**Supply network**

Bar = 100 µm. Pins as bars on the die edge. Tap cells in grey.
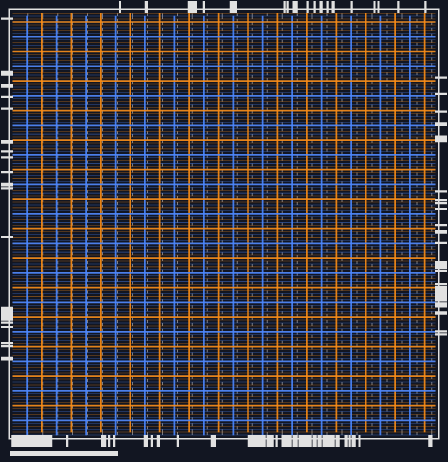
**Cells coloured by class**

Bar = 100 µm.
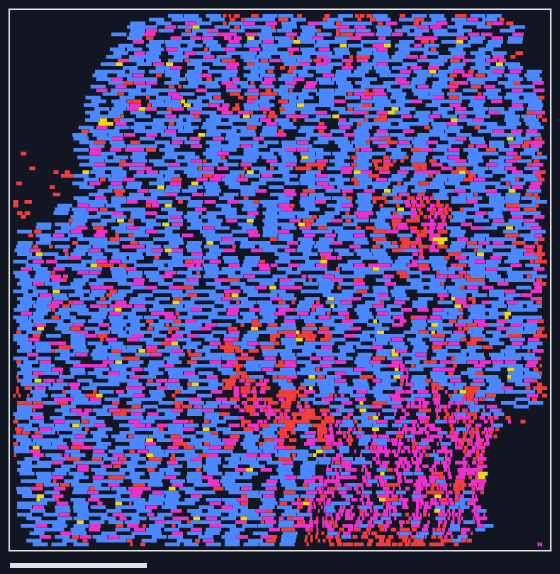
### src/rtl/pci_init_dma_engine_if.sv
// User-side master bus between the DMA engine and the PCI core (adio/m_* signals).
// The engine uses the master modport; the core, or a model of it, uses the slave modport.
interface pci_init_dma_engine_if #(
    parameter int DW = 32
);
    localparam int BE_W = DW / 8;

    logic [DW-1:0]   adio_out;
    logic [DW-1:0]   adio_in;
    logic            m_data;
    logic            m_data_vld;
    logic            m_addr_n;
    logic            m_src_en;
    logic [39:0]     csr;
    logic            request;
    logic            requesthold;
    logic            complete;
    logic            m_ready;
    logic [BE_W-1:0] m_cbe;
    logic            m_wrdn;

    modport master (
        input  adio_out, m_data, m_data_vld, m_addr_n, m_src_en, csr,
        output adio_in, request, requesthold, complete, m_ready, m_cbe, m_wrdn
    );

    modport slave (
        output adio_out, m_data, m_data_vld, m_addr_n, m_src_en, csr,
        input  adio_in, request, requesthold, complete, m_ready, m_cbe, m_wrdn
    );
endinterface

### src/rtl/pci_init_dma_engine.sv
// Command-driven PCI initiator DMA engine with write/read FIFOs and retry re-issue.
// Define PCI_INIT_MRM_EN to issue Memory Read Multiple for multi-word reads.
module pci_init_dma_engine #(
    parameter int DW          = 32,
    parameter int ADDR_LENGTH = 5,
    parameter int LEN_W       = 8,
    parameter int RETRY_MAX   = 16
) (
    input  logic                 CLK,
    input  logic                 reset,
    input  logic                 cmd_valid,
    output logic                 cmd_ready,
    input  logic                 cmd_dir,
    input  logic [31:0]          cmd_addr,
    input  logic [LEN_W-1:0]     cmd_len,
    input  logic                 wr_push,
    input  logic [DW-1:0]        wr_data,
    output logic                 wr_full,
    input  logic                 rd_pop,
    output logic [DW-1:0]        rd_data,
    output logic                 rd_empty,
    output logic                 done,
    output logic [1:0]           status,
    pci_init_dma_engine_if.master core
);
    localparam int BE_W  = DW / 8;
    localparam int DEPTH = 1 << ADDR_LENGTH;
    localparam int PW    = ADDR_LENGTH + 1;
    localparam int CW    = (LEN_W > PW) ? LEN_W + 1 : PW + 1;
    localparam int RW    = $clog2(RETRY_MAX + 1);
    localparam logic [29:0] WSTEP = 30'(DW / 32);

    typedef enum logic [2:0] {IDLE, REQ, XFER, RECOV, ERR_DONE} state_t;

    state_t           state;
    logic [29:0]      addr_q;
    logic [LEN_W-1:0] rem;
    logic             dir_q;
    logic [RW-1:0]    retry_cnt;
    logic             err_ma, err_ta, cmpl_hold, m_data_q;
    logic             request_q, m_ready_q;

    logic [DW-1:0]    wmem [DEPTH];
    logic [DW-1:0]    rmem [DEPTH];
    // Write FIFO keeps a speculative read pointer and a committed one for rewind.
    logic [PW-1:0]    wr_wptr, wr_rptr, wr_cptr;
    logic [PW-1:0]    rd_wptr, rd_rptr;
    logic [PW-1:0]    wr_cnt, rd_cnt;
    logic [CW-1:0]    rd_free;
    logic             fits, cmd_accept, wr_push_ok, rd_push, complete_c;
    logic [3:0]       rd_cmd;
    logic             unused_in;

    assign wr_cnt     = wr_wptr - wr_cptr;
    assign rd_cnt     = rd_wptr - rd_rptr;
    assign rd_free    = CW'(DEPTH) - CW'(rd_cnt);
    assign wr_full    = (wr_cnt == PW'(DEPTH));
    assign rd_empty   = (rd_wptr == rd_rptr);
    assign rd_data    = rmem[rd_rptr[ADDR_LENGTH-1:0]];
    assign wr_push_ok = wr_push && !wr_full;
    assign rd_push    = (state == XFER) && core.m_data_vld && !dir_q;

    assign fits       = cmd_dir ? (CW'(wr_cnt) >= CW'(cmd_len)) : (rd_free >= CW'(cmd_len));
    assign cmd_ready  = (state == IDLE) && m_ready_q && (cmd_len != '0) && fits;
    assign cmd_accept = cmd_valid && cmd_ready;

`ifdef PCI_INIT_MRM_EN
    assign rd_cmd = (rem >= LEN_W'(2)) ? 4'b1100 : 4'b0110;
`else
    assign rd_cmd = 4'b0110;
`endif

    assign complete_c = (state == XFER) &&
                        (cmpl_hold || (rem == LEN_W'(1)) || ((rem == LEN_W'(2)) && core.m_data_vld));

    assign core.request     = request_q;
    assign core.requesthold = 1'b0;
    assign core.complete    = complete_c;
    assign core.m_ready     = m_ready_q;
    assign core.m_wrdn      = dir_q;
    assign unused_in        = ^{cmd_addr[1:0], core.csr[37:0]};

    always_comb begin
        core.adio_in = '0;
        core.m_cbe   = '0;
        if (state == XFER && !core.m_addr_n) begin
            core.adio_in = DW'({addr_q, 2'b00});
            core.m_cbe   = BE_W'(dir_q ? 4'b0111 : rd_cmd);
        end else if (state == XFER && core.m_data && dir_q) begin
            core.adio_in = wmem[wr_rptr[ADDR_LENGTH-1:0]];
        end
    end

    always_ff @(posedge CLK) begin
        if (wr_push_ok) wmem[wr_wptr[ADDR_LENGTH-1:0]] <= wr_data;
        if (rd_push)    rmem[rd_wptr[ADDR_LENGTH-1:0]] <= core.adio_out;
    end

    always_ff @(posedge CLK) begin
        if (reset) begin
            state     <= IDLE;
            addr_q    <= '0;
            rem       <= '0;
            dir_q     <= 1'b0;
            retry_cnt <= '0;
            err_ma    <= 1'b0;
            err_ta    <= 1'b0;
            cmpl_hold <= 1'b0;
            m_data_q  <= 1'b0;
            request_q <= 1'b0;
            m_ready_q <= 1'b0;
            done      <= 1'b0;
            status    <= 2'b00;
            wr_wptr   <= '0;
            wr_rptr   <= '0;
            wr_cptr   <= '0;
            rd_wptr   <= '0;
            rd_rptr   <= '0;
        end else begin
            m_ready_q <= 1'b1;
            request_q <= 1'b0;
            done      <= 1'b0;
            m_data_q  <= core.m_data;
            if (wr_push_ok)         wr_wptr <= wr_wptr + PW'(1);
            if (rd_push)            rd_wptr <= rd_wptr + PW'(1);
            if (rd_pop && !rd_empty) rd_rptr <= rd_rptr + PW'(1);
            case (state)
                IDLE: if (cmd_accept) begin
                    addr_q    <= cmd_addr[31:2];
                    rem       <= cmd_len;
                    dir_q     <= cmd_dir;
                    retry_cnt <= '0;
                    err_ma    <= 1'b0;
                    err_ta    <= 1'b0;
                    request_q <= 1'b1;
                    state     <= REQ;
                end
                REQ: state <= XFER;
                XFER: begin
                    if (dir_q && core.m_src_en) wr_rptr <= wr_rptr + PW'(1);
                    if (core.m_data_vld) begin
                        rem    <= rem - LEN_W'(1);
                        addr_q <= addr_q + WSTEP;
                        if (dir_q) wr_cptr <= wr_cptr + PW'(1);
                    end
                    cmpl_hold <= complete_c && core.m_data;
                    if (core.m_data) begin
                        err_ma <= err_ma | core.csr[39];
                        err_ta <= err_ta | core.csr[38];
                    end
                    // End of the core's data phase decides completion, error or re-issue.
                    if (m_data_q && !core.m_data) begin
                        if (err_ma || err_ta) begin
                            status <= err_ma ? 2'b01 : 2'b10;
                            state  <= ERR_DONE;
                        end else if (rem == '0) begin
                            done   <= 1'b1;
                            status <= 2'b00;
                            state  <= IDLE;
                        end else begin
                            state  <= RECOV;
                        end
                    end
                end
                RECOV: begin
                    wr_rptr   <= wr_cptr;
                    retry_cnt <= retry_cnt + RW'(1);
                    if (retry_cnt == RW'(RETRY_MAX)) begin
                        status <= 2'b11;
                        state  <= ERR_DONE;
                    end else begin
                        err_ma    <= 1'b0;
                        err_ta    <= 1'b0;
                        request_q <= 1'b1;
                        state     <= REQ;
                    end
                end
                ERR_DONE: begin
                    done <= 1'b1;
                    // Drop the unsent words so the FIFO is clean for the next command.
                    if (dir_q) begin
                        wr_rptr <= wr_cptr + PW'(rem);
                        wr_cptr <= wr_cptr + PW'(rem);
                    end
                    state <= IDLE;
                end
                default: state <= IDLE;
            endcase
        end
    end
endmodule

### src/flat_wrapper.sv
// flat-port wrapper written by rule: the top's interface ports become plain ports
module pci_init_dma_engine_flat 
#(
    parameter int DW          = 32,
    parameter int ADDR_LENGTH = 5,
    parameter int LEN_W       = 8,
    parameter int RETRY_MAX   = 16
)
  (CLK, reset, cmd_valid, cmd_ready, cmd_dir, cmd_addr, cmd_len, wr_push, wr_data, wr_full, rd_pop, rd_data, rd_empty, done, status, core_adio_out, core_m_data, core_m_data_vld, core_m_addr_n, core_m_src_en, core_csr, core_adio_in, core_request, core_requesthold, core_complete, core_m_ready, core_m_cbe, core_m_wrdn);
  pci_init_dma_engine_if #(.DW(DW)) core_i ();
  input  logic CLK;
  input  logic reset;
  input  logic cmd_valid;
  output logic cmd_ready;
  input  logic cmd_dir;
  input  logic [31:0] cmd_addr;
  input  logic [LEN_W-1:0] cmd_len;
  input  logic wr_push;
  input  logic [DW-1:0] wr_data;
  output logic wr_full;
  input  logic rd_pop;
  output logic [DW-1:0] rd_data;
  output logic rd_empty;
  output logic done;
  output logic [1:0] status;
  input wire logic [$bits(core_i.adio_out)-1:0] core_adio_out;
  input wire logic [$bits(core_i.m_data)-1:0] core_m_data;
  input wire logic [$bits(core_i.m_data_vld)-1:0] core_m_data_vld;
  input wire logic [$bits(core_i.m_addr_n)-1:0] core_m_addr_n;
  input wire logic [$bits(core_i.m_src_en)-1:0] core_m_src_en;
  input wire logic [$bits(core_i.csr)-1:0] core_csr;
  output wire logic [$bits(core_i.adio_in)-1:0] core_adio_in;
  output wire logic [$bits(core_i.request)-1:0] core_request;
  output wire logic [$bits(core_i.requesthold)-1:0] core_requesthold;
  output wire logic [$bits(core_i.complete)-1:0] core_complete;
  output wire logic [$bits(core_i.m_ready)-1:0] core_m_ready;
  output wire logic [$bits(core_i.m_cbe)-1:0] core_m_cbe;
  output wire logic [$bits(core_i.m_wrdn)-1:0] core_m_wrdn;
  assign core_i.adio_out = core_adio_out;
  assign core_i.m_data = core_m_data;
  assign core_i.m_data_vld = core_m_data_vld;
  assign core_i.m_addr_n = core_m_addr_n;
  assign core_i.m_src_en = core_m_src_en;
  assign core_i.csr = core_csr;
  assign core_adio_in = core_i.adio_in;
  assign core_request = core_i.request;
  assign core_requesthold = core_i.requesthold;
  assign core_complete = core_i.complete;
  assign core_m_ready = core_i.m_ready;
  assign core_m_cbe = core_i.m_cbe;
  assign core_m_wrdn = core_i.m_wrdn;
  pci_init_dma_engine #(.DW(DW), .ADDR_LENGTH(ADDR_LENGTH), .LEN_W(LEN_W), .RETRY_MAX(RETRY_MAX)) u_core (.CLK(CLK), .reset(reset), .cmd_valid(cmd_valid), .cmd_ready(cmd_ready), .cmd_dir(cmd_dir), .cmd_addr(cmd_addr), .cmd_len(cmd_len), .wr_push(wr_push), .wr_data(wr_data), .wr_full(wr_full), .rd_pop(rd_pop), .rd_data(rd_data), .rd_empty(rd_empty), .done(done), .status(status), .core(core_i));
endmodule
### config.mk
export PLATFORM = sky130hd
export DESIGN_NAME = pci_init_dma_engine_flat
export DESIGN_NICKNAME = d
export VERILOG_FILES = /design/src/rtl/pci_init_dma_engine_if.sv /design/src/rtl/pci_init_dma_engine.sv /design/src/flat_wrapper.sv
export SDC_FILE = /design/constraint.sdc
export NUM_CORES = 2
export LEC_CHECK = 0
export CAP_MARGIN = 30
export CORE_MARGIN = 2
export CORE_UTILIZATION = 55
export CTS_BUF_LIST = sky130_fd_sc_hd__clkbuf_4 sky130_fd_sc_hd__clkbuf_8
export CTS_CLUSTER_DIAMETER = 100
export CTS_CLUSTER_SIZE = 28
export DETAILED_ROUTE_END_ITERATION = 8
export PLACE_DENSITY_LB_ADDON = 0.12
export SLEW_MARGIN = 5
export SYNTH_ARGS = -nofsm -noshare
export SYNTH_HDL_FRONTEND = slang
export SYNTH_SLANG_ARGS = --single-unit
### constraint.sdc
create_clock -name CLK -period 4 [get_ports CLK]
set_clock_uncertainty 0.2 [all_clocks]
set_input_delay 0.6 -clock CLK [delete_from_list [all_inputs] [get_ports CLK]]
set_output_delay 0.6 -clock CLK [all_outputs]
set_load 0.005 [all_outputs]
==> reports/qor.rpt <==
STATUS
------------------------------------------------------------------------------------------
Result of the run                                                             complete, but fails checks
Violations in the final reports                                               setup timing

POWER AND IR DROP
------------------------------------------------------------------------------------------
Largest voltage drop on the vdd net                                               0.334 mV
Top power consumer group                                                         registers
Power drawn by the combinational cells                                           0.00396 W
Fraction of power spent switching nets                                               21.8%
Seq power                                                                         0.0248 W

YOSYS
------------------------------------------------------------------------------------------
Xor-xnor portion of the synthesized cell area                                       0.324%
Area of the mapped netlist                                                      0.0839 mm²
Fraction of synthesis flops using an asynchronous set or reset pin                      0%
Number of warnings issued by yosys                                                       0
Share of synthesized cell area in full adder, half adder and majority cells         0.802%
Number of instances in the synthesized netlist                                       3,828
Post-synth top area share                                                            73.3%
Proportion of synthesized area in mux cells                                          18.0%
Yosys synthesis chip area                                                       0.0839 mm²

STA
------------------------------------------------------------------------------------------
Final-report setup violation count                                                     113
Worst Setup Slack, final                                                         -0.660 ns
Slew HR                                                                              29.9%
RSZ-0062 raised after global routing                                                  true

CRITICAL PATH
------------------------------------------------------------------------------------------
R2R Setup Slk                                                                     -0.66 ns
Reg2reg end                                                                   u_core.addr_q[25]$_SDFFE_PP0P_
Required time at the endpoint of the critical path                                 3.20 ns
Critical path depth in cells                                                            18
Critical Path Start Type                                                         flip-flop
Crit-path max FO                                                                         2

DIE
------------------------------------------------------------------------------------------
Tap cells                                                                            2,030
Die height                                                                          395 µm
Floorplan Utilization                                                                55.3%

MIN PATH
------------------------------------------------------------------------------------------
Worst hold path endpoint                                                      u_core.addr_q[1]$_SDFFE_PP0P_
Startpoint of the worst hold path                                              cmd_addr[3]
Worst hold path type                                                             in -> reg

CLOCK TREE
------------------------------------------------------------------------------------------
Register clock-pin slew on the reported worst setup and hold paths                 0.17 ns
CTS root buf                                                                  sky130_fd_sc_hd__clkbuf_8
Cts-stage hold buffer count                                                              0

ROUTE
------------------------------------------------------------------------------------------
Met1 Wirelength                                                                    89.1 mm
Routed wl met3                                                                     16.5 mm
Detail Route Antenna Nets                                                                0
Remaining DRCs                                                                           0
DR vias/cell                                                                          6.43
Per-cell routed wire length                                                        32.7 µm

FINAL LAYOUT
------------------------------------------------------------------------------------------
Antenna cells                                                                            4
Area added between synthesis and finish                                              17.4%
Gate Area                                                                       0.0206 mm²
Ratio of cells with drive above 1 in the final layout                                36.7%
Clkbuf count                                                                           100

PLACED DESIGN
------------------------------------------------------------------------------------------
Cell Area, Placed                                                               0.0915 mm²
Worst slack, placed                                                              -0.337 ns

GRT
------------------------------------------------------------------------------------------
Met3 usage                                                                           4.10%
Busiest grt layer                                                                     met2
Combined global-route utilization of all metal layers                                27.6%

FLOW RUN
------------------------------------------------------------------------------------------
Max-cap violations                                                                       0
Count of tool warnings                                                                  81

About 'supply network':
legend:
  blue:
    net: VSS
  orange:
    net: VDD
met1 rails: 144
signal pins: 233
met5 straps: 28
rows: 143
met4 straps: 28

About 'cells coloured by class':
legend:
  magenta:
    class: combinational and other logic
    cells: 1,482
  red:
    class: remaining buffers and delay cells
    cells: 827
  yellow:
    class: clock drivers and dummy loads
    cells: 108
  blue:
    class: sequential cells
    cells: 2,143
utilization after layout: 64.9%
fraction of area in registers: 64.4%
# rows: 143
total non-filler cell area in the finished layout: 0.0985 mm²
placeable core area: 0.152 mm²

[metrics by stage]
stage,util [%],total power [W]
final,64.9,0.0373
after global routing,64.9,0.0384
after CTS,63.7,0.0371
after detailed placement,60.3,0.0282
after global placement,60.3,0.0281
after floorplan,-,0.0268
[cell usage after synthesis, drive strengths merged, types with 6 or more instances]
master,n
edfxtp,2048
mux4,640
nor2,137
clkbuf,119
nand2,115
dfxtp,95
a21oi,92
buf,85
o21ai,66
ha,49
inv,38
mux2i,33
mux2,32
nand3,31
nor3,31
o32ai,20
nand4,18
and3,17
xor2,17
xnor2,14
a31oi,12
and2,10
nand3b,10
nand2b,7
a211oi,6
nor2b,6
or3,6
[repair_timing]
action,CTS,global route
setup endpoints to repair,96,108
setup buffers,186,125
pin swaps,28,70
gates resized,612,211
gates cloned,29,9
Power is estimated from default activity; no workload was simulated.
